Figure 1. Local utilization (run 1).
The die is cut into 9 by 12 equal tiles; black is low, pale yellow is high, 0 to 100% covered.
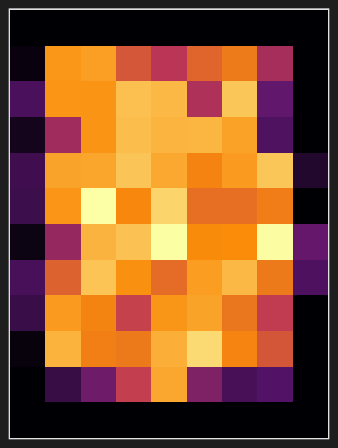
Figure 2. Cells by drive strength (run 1).
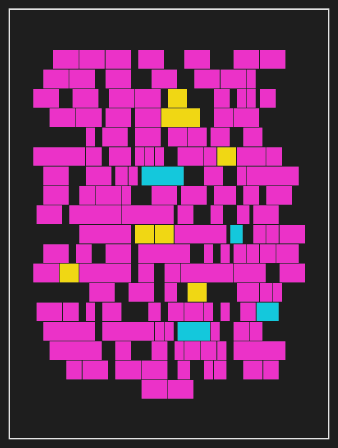
Figure 3. Congestion heat map (run 1).
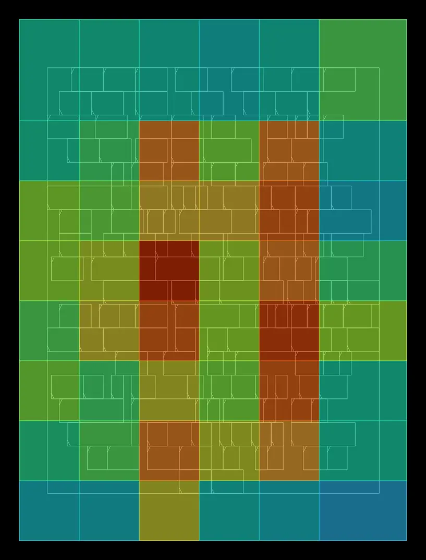
[src/rtl/mux_pkg.sv]
// Shared types for the TDM multiplexer: controller states and mode encodings.
package mux_pkg;

  typedef enum logic {
    IDLE = 1'b0,
    SCAN = 1'b1
  } state_t;

  localparam logic MODE_DIRECT = 1'b0;
  localparam logic MODE_SCAN   = 1'b1;

endpackage

[src/rtl/mux_nto1.sv]
// Parametrised N-to-1 combinational channel selector over a packed bus.
module mux_nto1 #(
  parameter int N = 16,
  parameter int W = 1
) (
  input  logic [N*W-1:0]         in,
  input  logic [$clog2(N)-1:0]   sel,
  output logic [W-1:0]           y
);

  localparam int SW = $clog2(N);

  always_comb begin
    y = '0;
    for (int k = 0; k < N; k++) begin
      if (sel == SW'(k)) y = in[k*W +: W];
    end
  end

endmodule

[src/rtl/tdm_mux.sv]
// TDM multiplexer: direct channel select or sequential scan of all channels,
// with a registered valid/ready output stage.
module tdm_mux
  import mux_pkg::*;
#(
  parameter int N = 16,
  parameter int W = 1
) (
  input  logic                 clk,
  input  logic                 rst_n,
  input  logic [N*W-1:0]       in,
  input  logic [$clog2(N)-1:0] sel,
  input  logic                 mode,
  input  logic                 start,
  input  logic                 loop,
  input  logic                 out_ready,
  output logic [W-1:0]         y,
  output logic [$clog2(N)-1:0] out_ch,
  output logic                 out_valid,
  output logic                 busy,
  output logic                 done
);

  localparam int SW = $clog2(N);
  localparam logic [SW-1:0] LAST = SW'(N - 1);

  state_t        state, state_nxt;
  logic [SW-1:0] ch, ch_nxt, mux_sel;
  logic [W-1:0]  mux_y;
  logic          load_pend, load_pend_nxt;
  logic          load, valid_nxt, done_nxt;
  logic          xfer, can_load;

  assign xfer     = out_valid & out_ready;
  assign can_load = ~out_valid | out_ready;

  mux_nto1 #(.N(N), .W(W)) u_mux (
    .in  (in),
    .sel (mux_sel),
    .y   (mux_y)
  );

  // load_pend marks a freshly started scan whose channel 0 has not been
  // loaded yet; it lets an older pending output drain before channel 0 lands.
  always_comb begin
    state_nxt     = state;
    ch_nxt        = ch;
    load_pend_nxt = load_pend;
    mux_sel       = sel;
    load          = 1'b0;
    valid_nxt     = out_valid;
    done_nxt      = 1'b0;
    case (state)
      IDLE: begin
        if (mode == MODE_DIRECT) begin
          if (can_load) begin
            load      = 1'b1;
            valid_nxt = 1'b1;
          end
        end else begin
          if (xfer) valid_nxt = 1'b0;
          if (start) begin
            state_nxt     = SCAN;
            ch_nxt        = '0;
            load_pend_nxt = 1'b1;
          end
        end
      end
      SCAN: begin
        if (load_pend) begin
          mux_sel = ch;
          if (can_load) begin
            load          = 1'b1;
            valid_nxt     = 1'b1;
            load_pend_nxt = 1'b0;
          end
        end else begin
          mux_sel = ch + 1'b1;
          if (xfer) begin
            if (ch == LAST && !loop) begin
              state_nxt = IDLE;
              ch_nxt    = '0;
              valid_nxt = 1'b0;
              done_nxt  = 1'b1;
            end else begin
              ch_nxt    = mux_sel;
              load      = 1'b1;
              valid_nxt = 1'b1;
            end
          end
        end
      end
      default: state_nxt = IDLE;
    endcase
  end

  // output register stage
  always_ff @(posedge clk) begin
    if (!rst_n) begin
      state     <= IDLE;
      ch        <= '0;
      load_pend <= 1'b0;
      y         <= '0;
      out_ch    <= '0;
      out_valid <= 1'b0;
      done      <= 1'b0;
    end else begin
      state     <= state_nxt;
      ch        <= ch_nxt;
      load_pend <= load_pend_nxt;
      out_valid <= valid_nxt;
      done      <= done_nxt;
      if (load) begin
        y      <= mux_y;
        out_ch <= mux_sel;
      end
    end
  end

  assign busy = (state == SCAN);

endmodule
[config.mk]
export PLATFORM = sky130hd
export DESIGN_NAME = tdm_mux
export DESIGN_NICKNAME = d
export VERILOG_FILES = /design/src/rtl/mux_pkg.sv /design/src/rtl/mux_nto1.sv /design/src/rtl/tdm_mux.sv
export SDC_FILE = /design/constraint.sdc
export NUM_CORES = 1
export LEC_CHECK = 0
export CORE_ASPECT_RATIO = 1.4
export CORE_MARGIN = 3
export CORE_UTILIZATION = 43
export DETAILED_ROUTE_END_ITERATION = 7
export PLACE_DENSITY_LB_ADDON = 0.1
export SLEW_MARGIN = 40
export SYNTH_ARGS = -nofsm -noshare
export SYNTH_HDL_FRONTEND = slang
export SYNTH_SLANG_ARGS = --single-unit
[constraint.sdc]
create_clock -name clk -period 2.65 [get_ports clk]
set_clock_uncertainty 0.05 [all_clocks]
set_input_delay 0.3975 -clock clk [delete_from_list [all_inputs] [get_ports clk]]
set_output_delay 0.3975 -clock clk [all_outputs]
set_load 0.02 [all_outputs]
==> Slide: Implementation Results, run 1 <==
Synthesis and Place & Route Summary

Run status
  – Status: completed

Final timing
  – Worst-Margin Slew: 0.601 ns
  – Hold Violations, Final: 0
  – Max Clock Freq: between 400 and 500 MHz
  – Period minus WS final: 2.09 ns
  – Part of the cycle the worst path needs: 0.788

Floorplan
  – Die area: approximately 2700 um2
  – Die height: 60.0 um
  – Core Rows: 18
  – Tapcell Cnt: 20

Layout
  – Non-clock buffer share: 0.278
  – Cell kind with the greatest summed area: logic gates
  – Post-Layout Cell Count: 163
  – Final #Nets: 171
  – Clock network share of area: 0.0217
  – Top cell excl fill/tap: clkdlybuf4s50_1
  – Logic area: approximately 590 um2
  – Inverters: 3
  – Ant diodes: 0
  – Logic share of the area: 0.466
  – Share of cells above drive strength 1: 0.0769

Yosys
  – Chip Area, Yosys: 895 um2
  – Top area cell types: dfxtp_1 (29%), mux2i_1 (13%), nor2b_1 (7.7%)
  – Syn Inst Count: 108
  – Main flop type: dfxtp_1
  – Ys cells: between 100 and 150
  – Seq/Total Area, Yosys: 0.291
  – Synth async-reset ratio: 0

Worst setup path
  – CP max FO: 11
  – Critical Setup Path Class: register to primary output

Clock tree
  – CTS Hold Buffers Added: 0
  – Num CTS Buffers: 3
  – CTS H-tree depth: 1
  – Clock Path Buffers: 2
  – Clk_lat worst skew: about 0.28 ns
  – Post-CTS Setup Bufs: 0
  – TritonCTS Sinks: 13
  – Root buf cell: clkbuf_4

Route
  – Total wire length after detailed routing: 2110 um
  – Avg Vias per Cell: 5.53
  – Drt pass-1 iters: 4
  – Routed Antenna Nets: 0

Global routing
  – Antenna violations before repair: 0
  – GRT Max-Usage Layer: met2

Placement
  – Placed insts: about 160
  – Final Wtd Congestion: 0.811
  – Port bufs: 33

Run
  – Tool warnings: 26

Pwr
  – PD cells: 403 nW/um2
  – Total power: 511 uW
About Figure 1:
densest ninth of the die	centre
tiles over 75% full	34%
mean over tiles	47%
fullest tile	100%
nearly empty tiles	25%
initial core utilization: 0.479
fin util: 0.679
core area: 1870 um2

About Figure 2:
size	colour	cells
drive 3 to 4	yellow	7
drive 2	cyan	4
drive 1 or less	magenta	132
Non-clk bufs: 36
post-layout worst setup margin: 0.562 ns
Finished Cell Area: 1270 um2
synth-to-layout area growth: 41.8%

About Figure 3:
met3 usage: 0.0452
met1 usage: 0.210
DR WL/cell: 13.0 um
met2 Use GR: 0.285

[run 1: Yosys cell counts (2+ instances only)]
| master | instances |
|---|---|
| a211oi_1 | 4 |
| a21oi_1 | 4 |
| and2_1 | 4 |
| and3_1 | 2 |
| dfxtp_1 | 13 |
| inv_1 | 3 |
| mux2i_1 | 12 |
| nand2_1 | 11 |
| nand2b_1 | 2 |
| nand3_1 | 3 |
| nand4b_1 | 2 |
| nor2_1 | 8 |
| nor2b_1 | 11 |
| o21ai_0 | 6 |
| or3_1 | 2 |
[run 1: critical path, stage by stage, from the launching register on]
cell	delay [ns]
dfxtp_1	0.51
buf_4	0.23
clkdlybuf4s50_1	0.61
[run 1: final timing paths]
path | to | slack [ns] | cells after the start | startpoint
setup / recovery | busy | 0.56 | 2 | busy
hold / removal | ch[3] | 0.48 | 2 | ch[3]
setup reg to reg | y | 0.62 | 7 | ch[0]
hold reg to reg | ch[3] | 0.48 | 2 | ch[3]
[run 1: state kept, by name, indices dropped and copies added, names as in the netlist]
| register | count |
|---|---|
| out_valid | 1 |
| busy | 1 |
| done | 1 |
| ch | 4 |
| out_ch | 4 |
| load_pend | 1 |
| y | 1 |
[run 1: metal layers]
metal | share of wire | vias up | wire length, um
li1 | - | 456 | -
met1 | 0.43 | 423 | 903
met2 | 0.52 | 21 | 1090
met3 | 0.050 | 2 | 105
met4 | 0.0033 | 0 | 7
met5 | 0 | - | 0
[run 1: logic make-up after synthesis]
kind of cell | share of synthesized area
AOI/OAI and AO/OA | 0.194
xor gates and xnor gates | 0.00979
adders and majority gates | 0.0140
buffers and inverters | 0.0475
DFF | 0.291
muxes | 0.151
and+or+nand+nor | 0.292
[run 1: report_power, final]
part,total [uW],switching [uW],internal [uW]
logic,168,71.7,96.3
clock network,124,68.3,56.1
registers,219,11.7,207
## Run 2: what changed since run 1
Clock period 2.65 ns to 1.96 ns, I/O delays scaled along.
Figure 4. Cells by drive strength (run 2).
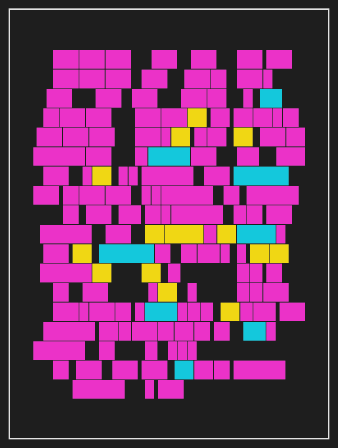
size	colour	cells	most used
drive 3 to 4	yellow	14	buf_4
drive 2	cyan	8	dfxtp_2
drive 1 or less	magenta	128	clkdlybuf4s50_1
Finished Cell Area: 1330 um2
Non-clk bufs: 43
post-layout worst setup margin: 0.0885 ns

Figure 5. Port wiring (run 2).
The bar under the picture is 10 um long.
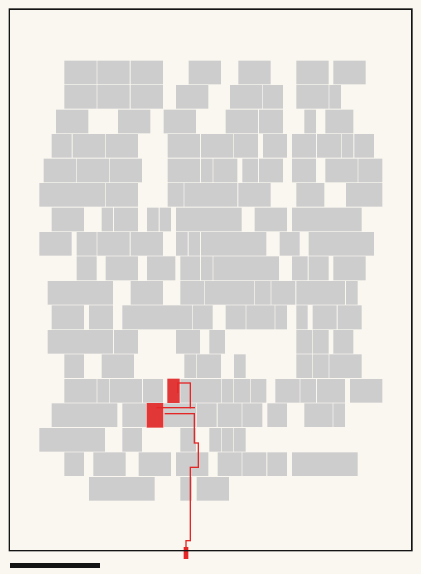
port	colour	bits	direction	edge	end cells	buffers	wire
start	red	1	input	bottom	2	1	29.1 um
Ports: 34
port bufs: 33

==> Slide: Implementation Results, run 2 <==
Synthesis and Place & Route Summary

Layout
  – Logic share of the area: 0.450 (was 0.466)
  – Inverters: 3 (unchanged)
  – Synth-to-layout area growth: 48.5% (was 41.8%)
  – Biggest regs: ch x4, out_ch x4 (unchanged)
  – Final #Nets: 178 (was 171)
  – Post-Layout Cell Count: 170 (was 163)

Run
  – Tool warnings: 26 (unchanged)

Floorplan
  – Core Rows: 18 (unchanged)
  – Die area: 2670 um2 (unchanged)
  – Tapcell Cnt: 20 (unchanged)

Yosys
  – Ys cells: 108 (unchanged)
  – Synth async-reset ratio: 0 (unchanged)
  – Chip Area, Yosys: 895 um2 (unchanged)

Final timing
  – Worst-Margin Slew: 0.473 ns (was 0.601 ns)
  – Hold Violations, Final: 0 (unchanged)
  – Max Clock Freq: 534 MHz
  – Part of the cycle the worst path needs: 0.955

Placement
  – Final Wtd Congestion: 0.812 (was 0.811)
  – Placed insts: 166 (was 159)

Pwr
  – Sw frac: 0.292 (was 0.297)
  – Clock network fraction of total power: 0.239 (was 0.243)

Clock tree
  – CTS Hold Buffers Added: 0 (unchanged)
  – Post-CTS Setup Bufs: 0 (unchanged)

Global routing
  – Met2 Use GR: 0.304 (was 0.285)
  – Antenna violations before repair: 0 (unchanged)

Run status
  – Status: completed (unchanged)

Worst setup path
  – CP max FO: 13 (was 11)
  – Worst R2R Setup Slack: 0.17 ns (was 0.62 ns)

Route
  – Total wire length after detailed routing: 2350 um (was 2110 um)
  – Avg Vias per Cell: 5.32 (was 5.53)
Figure 6. Local utilization (run 2).
The die is cut into 9 by 12 equal tiles; black is low, pale yellow is high, 0 to 100% covered.
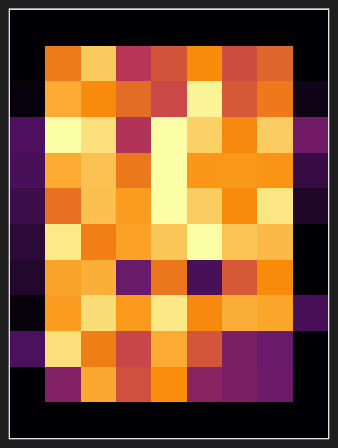
fin util: 0.711

-- run 2: cell counts after synthesis --
Identical to the previous run, type by type.
-- run 2: critical path: stages (launching register included) --
cell	delay (ns)
dfxtp_2	0.41
buf_4	0.21
clkdlybuf4s50_1	0.62
-- run 2: power by group through the flow --
stage | Combinational [uW] | Sequential, uW | Clock (uW)
final | 241 | 294 | 168
after detailed placement | 241 | 299 | 0
after floorplan | 118 | 312 | 0
after global placement | 236 | 299 | 0
after global routing | 261 | 296 | 186
after CTS | 242 | 293 | 175
-- run 2: timing repair --
item / CTS / global route
pin swaps: 0 / 2
endpoints found under the setup margin: 1 / 2
resized: 1 / 4
-- run 2: path summary, 6_finish.rpt --
check	startpoint	end	cells after the start
setup / recovery	busy	busy	2
hold / removal	out_ch[0]	out_ch[0]	2
setup reg to reg	ch[1]	y	7
hold reg to reg	out_ch[0]	out_ch[0]	2
-- run 2: routing by layer --
metal,share of wire,vias up
met4,0.0081,0
met3,0.035,2
met5,0,-
met2,0.54,19
met1,0.41,413
li1,-,471
-- run 2: cells by family after synthesis --
| logic type | Yosys count | synth area share |
|---|---|---|
| mux | 13 | 0.151 |
| fa+ha+maj | 1 | 0.0140 |
| flops | 13 | 0.291 |
| buf+inv | 8 | 0.0475 |
| compound gates | 24 | 0.194 |
| simple gates | 48 | 0.292 |
| xor+xnor | 1 | 0.00979 |
-- run 2: through the flow --
stage                     cell area, um2  TNS, ns  setup WS [ns]  hold WS, ns  total power, uW
final                               1330        0         0.0885        0.492              702
after global routing                1330        0         0.0181        0.519              743
after CTS                           1320        0         0.0815        0.498              711
after detailed placement            1290   -0.120         -0.120        0.474              540
after global placement              1290  -0.0746        -0.0746        0.459              535
after floorplan                      897        0         0.0311        0.398              430
## Run 3: what changed since run 2
Settings changed: GPL_TIMING_DRIVEN from default to 0.
==> Slide: Implementation Results, run 3 <==
Synthesis and Place & Route Summary

Worst setup path
  – Critical-path cell list: buf_6, xnor2_4, a21o_1, buf_6, mux2_4, o311a_1, a41oi_2, o21ai_1 (was buf_4, clkdlybuf4s50_1)
  – CP bufs+invs: 2 (unchanged)
  – Cell family with most CP delay: AND-OR/OR-AND gates (was buffers and inverters)
  – Critical Setup Path Class: register to register (was register to primary output)
  – Critical Path Max Stage Delay: 0.32 ns (was 0.62 ns)
  – Slowest cell on crit path: dfxtp_1 (was clkdlybuf4s50_1)

Pwr
  – PD cells: 529 nW/um2 (was 528 nW/um2)
  – Clock network fraction of total power: 0.239 (about the same)
  – Sw frac: 0.305 (was 0.292)
  – Comb pwr share: 0.363 (was 0.343)
  – Switch Pwr: 222 uW (was 205 uW)
  – Total power: 729 uW (was 702 uW)

Final timing
  – Hold Violations, Final: 0 (unchanged)
  – Final setup TNS: 0 ns (unchanged)
  – Hold_ws: 0.482 ns (was 0.492 ns)
  – Max Clock Freq: 529 MHz (was 534 MHz)
  – Part of the cycle the worst path needs: 0.965 (was 0.955)

Route
  – Met1 WL: 995 um (was 972 um)
  – Routed wl met2: 1250 um (was 1280 um)
  – DR WL/cell: 13.8 um (about the same)
  – Total wire length after detailed routing: 2370 um (was 2350 um)

Yosys
  – Syn Inst Count: 108 (unchanged)
  – Synth cell count leaders: dfxtp_1 (13), mux2i_1 (12), nand2_1 (11), nor2b_1 (11), nor2_1 (8) (unchanged)
  – Count leader, synth: dfxtp_1 (unchanged)
  – Synth async-reset ratio: 0 (unchanged)

Layout
  – Top cell excl fill/tap: clkdlybuf4s50_1 (unchanged)
  – Final #Nets: 180 (was 178)

Floorplan
  – Die height: 60.0 um (unchanged)

Run status
  – Status: completed (unchanged)

Placement
  – Worst slack, placed: -0.273 ns (was -0.120 ns)

Worst hold path
  – Hold depth: 2 (unchanged)

Clock tree
  – CTS Hold Buffers Added: 0 (unchanged)

Global routing
  – Met2 Use GR: 0.306 (was 0.304)
-- run 3: cell counts after synthesis --
Identical to the previous run, type by type.
-- run 3: worst max path at each step --
stage                     slack [ns]  cells past startpoint  endpoint
after floorplan                 0.03                      8         y
after global placement         -0.25                      7         y
after detailed placement       -0.27                      7         y
after CTS                     0.0006                      8         y
after global routing           -0.02                      6         y
final                           0.07                      8         y
-- run 3: worst register-to-register path: stages (launching register included) --
cell and delay, ns:
dfxtp_1 0.32, buf_6 0.14, xnor2_4 0.15, a21o_1 0.19, buf_6 0.13, mux2_4 0.28, o311a_1 0.30, a41oi_2 0.16
o21ai_1 0.08
-- run 3: power by group through the flow --
| stage | logic, uW | registers [uW] | clock network (uW) |
|---|---|---|---|
| 2_1_floorplan | 118 | 312 | 0 |
| 3_3_place_gp | 233 | 295 | 0 |
| 3_5_place_dp | 236 | 296 | 0 |
| 4_1_cts | 249 | 290 | 183 |
| 5_1_grt | 289 | 292 | 189 |
| 6_report | 265 | 290 | 174 |
-- run 3: kinds of logic after synthesis --
group | Yosys count | synth area share
xor+xnor | 1 | 0.00979
buf+inv | 8 | 0.0475
flops | 13 | 0.291
compound gates | 24 | 0.194
simple gates | 48 | 0.292
mux | 13 | 0.151
fa+ha+maj | 1 | 0.0140
-- run 3: area by class of cell --
| cell class | count | area [um2] | share of cell area |
|---|---|---|---|
| plain buffers | 5 | 38.8 | 0.0282 |
| clock buffers | 3 | 22.5 | 0.0164 |
| clock inverters | 1 | 5.00 | 0.00364 |
| inverters | 3 | 11.3 | 0.00818 |
| multi-input cells | 87 | 626 | 0.455 |
| flip-flops and latches | 13 | 265 | 0.193 |
| well taps | 20 | 25.0 | 0.0182 |
| repair buffers | 40 | 383 | 0.278 |
Figure 7. Local utilization (run 3).
The die is cut into 9 by 12 equal tiles; black is low, pale yellow is high, 0 to 100% covered.
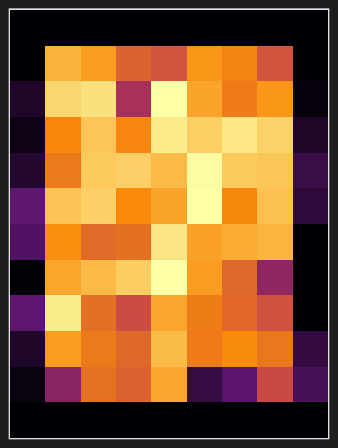
nearly empty tiles	22%
mean over tiles	51%
tiles over 75% full	36%
densest ninth of the die	centre
fin util: 0.736

Figure 8. Cells coloured by class (run 3).
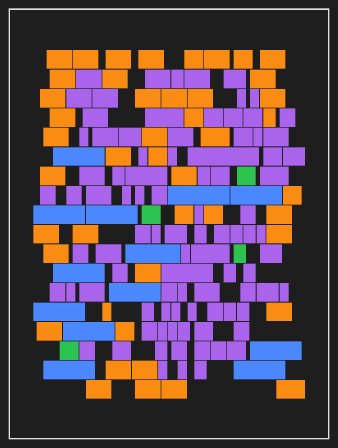
class	colour	cells	share of their area
flip-flops	blue	13	20%
clock drivers and dummy loads	green	4	2.0%
other buffers and delay cells	orange	45	31%
all other logic	purple	90	47%
Core Rows: 18
sequential share of cell area: 0.193
Finished Cell Area: 1380 um2

Figure 9. Cells by drive strength (run 3).
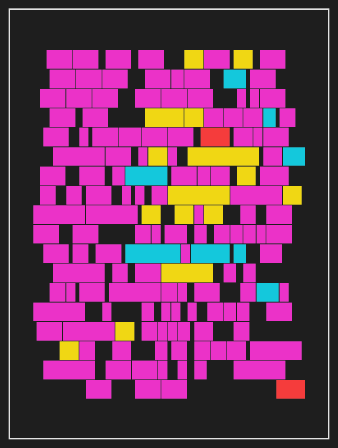
post-layout worst setup margin: 0.0687 ns
Non-clk bufs: 45
synth-to-layout area growth: 53.8%

Power figures rest on the tool's default switching activity, not on a simulated workload.
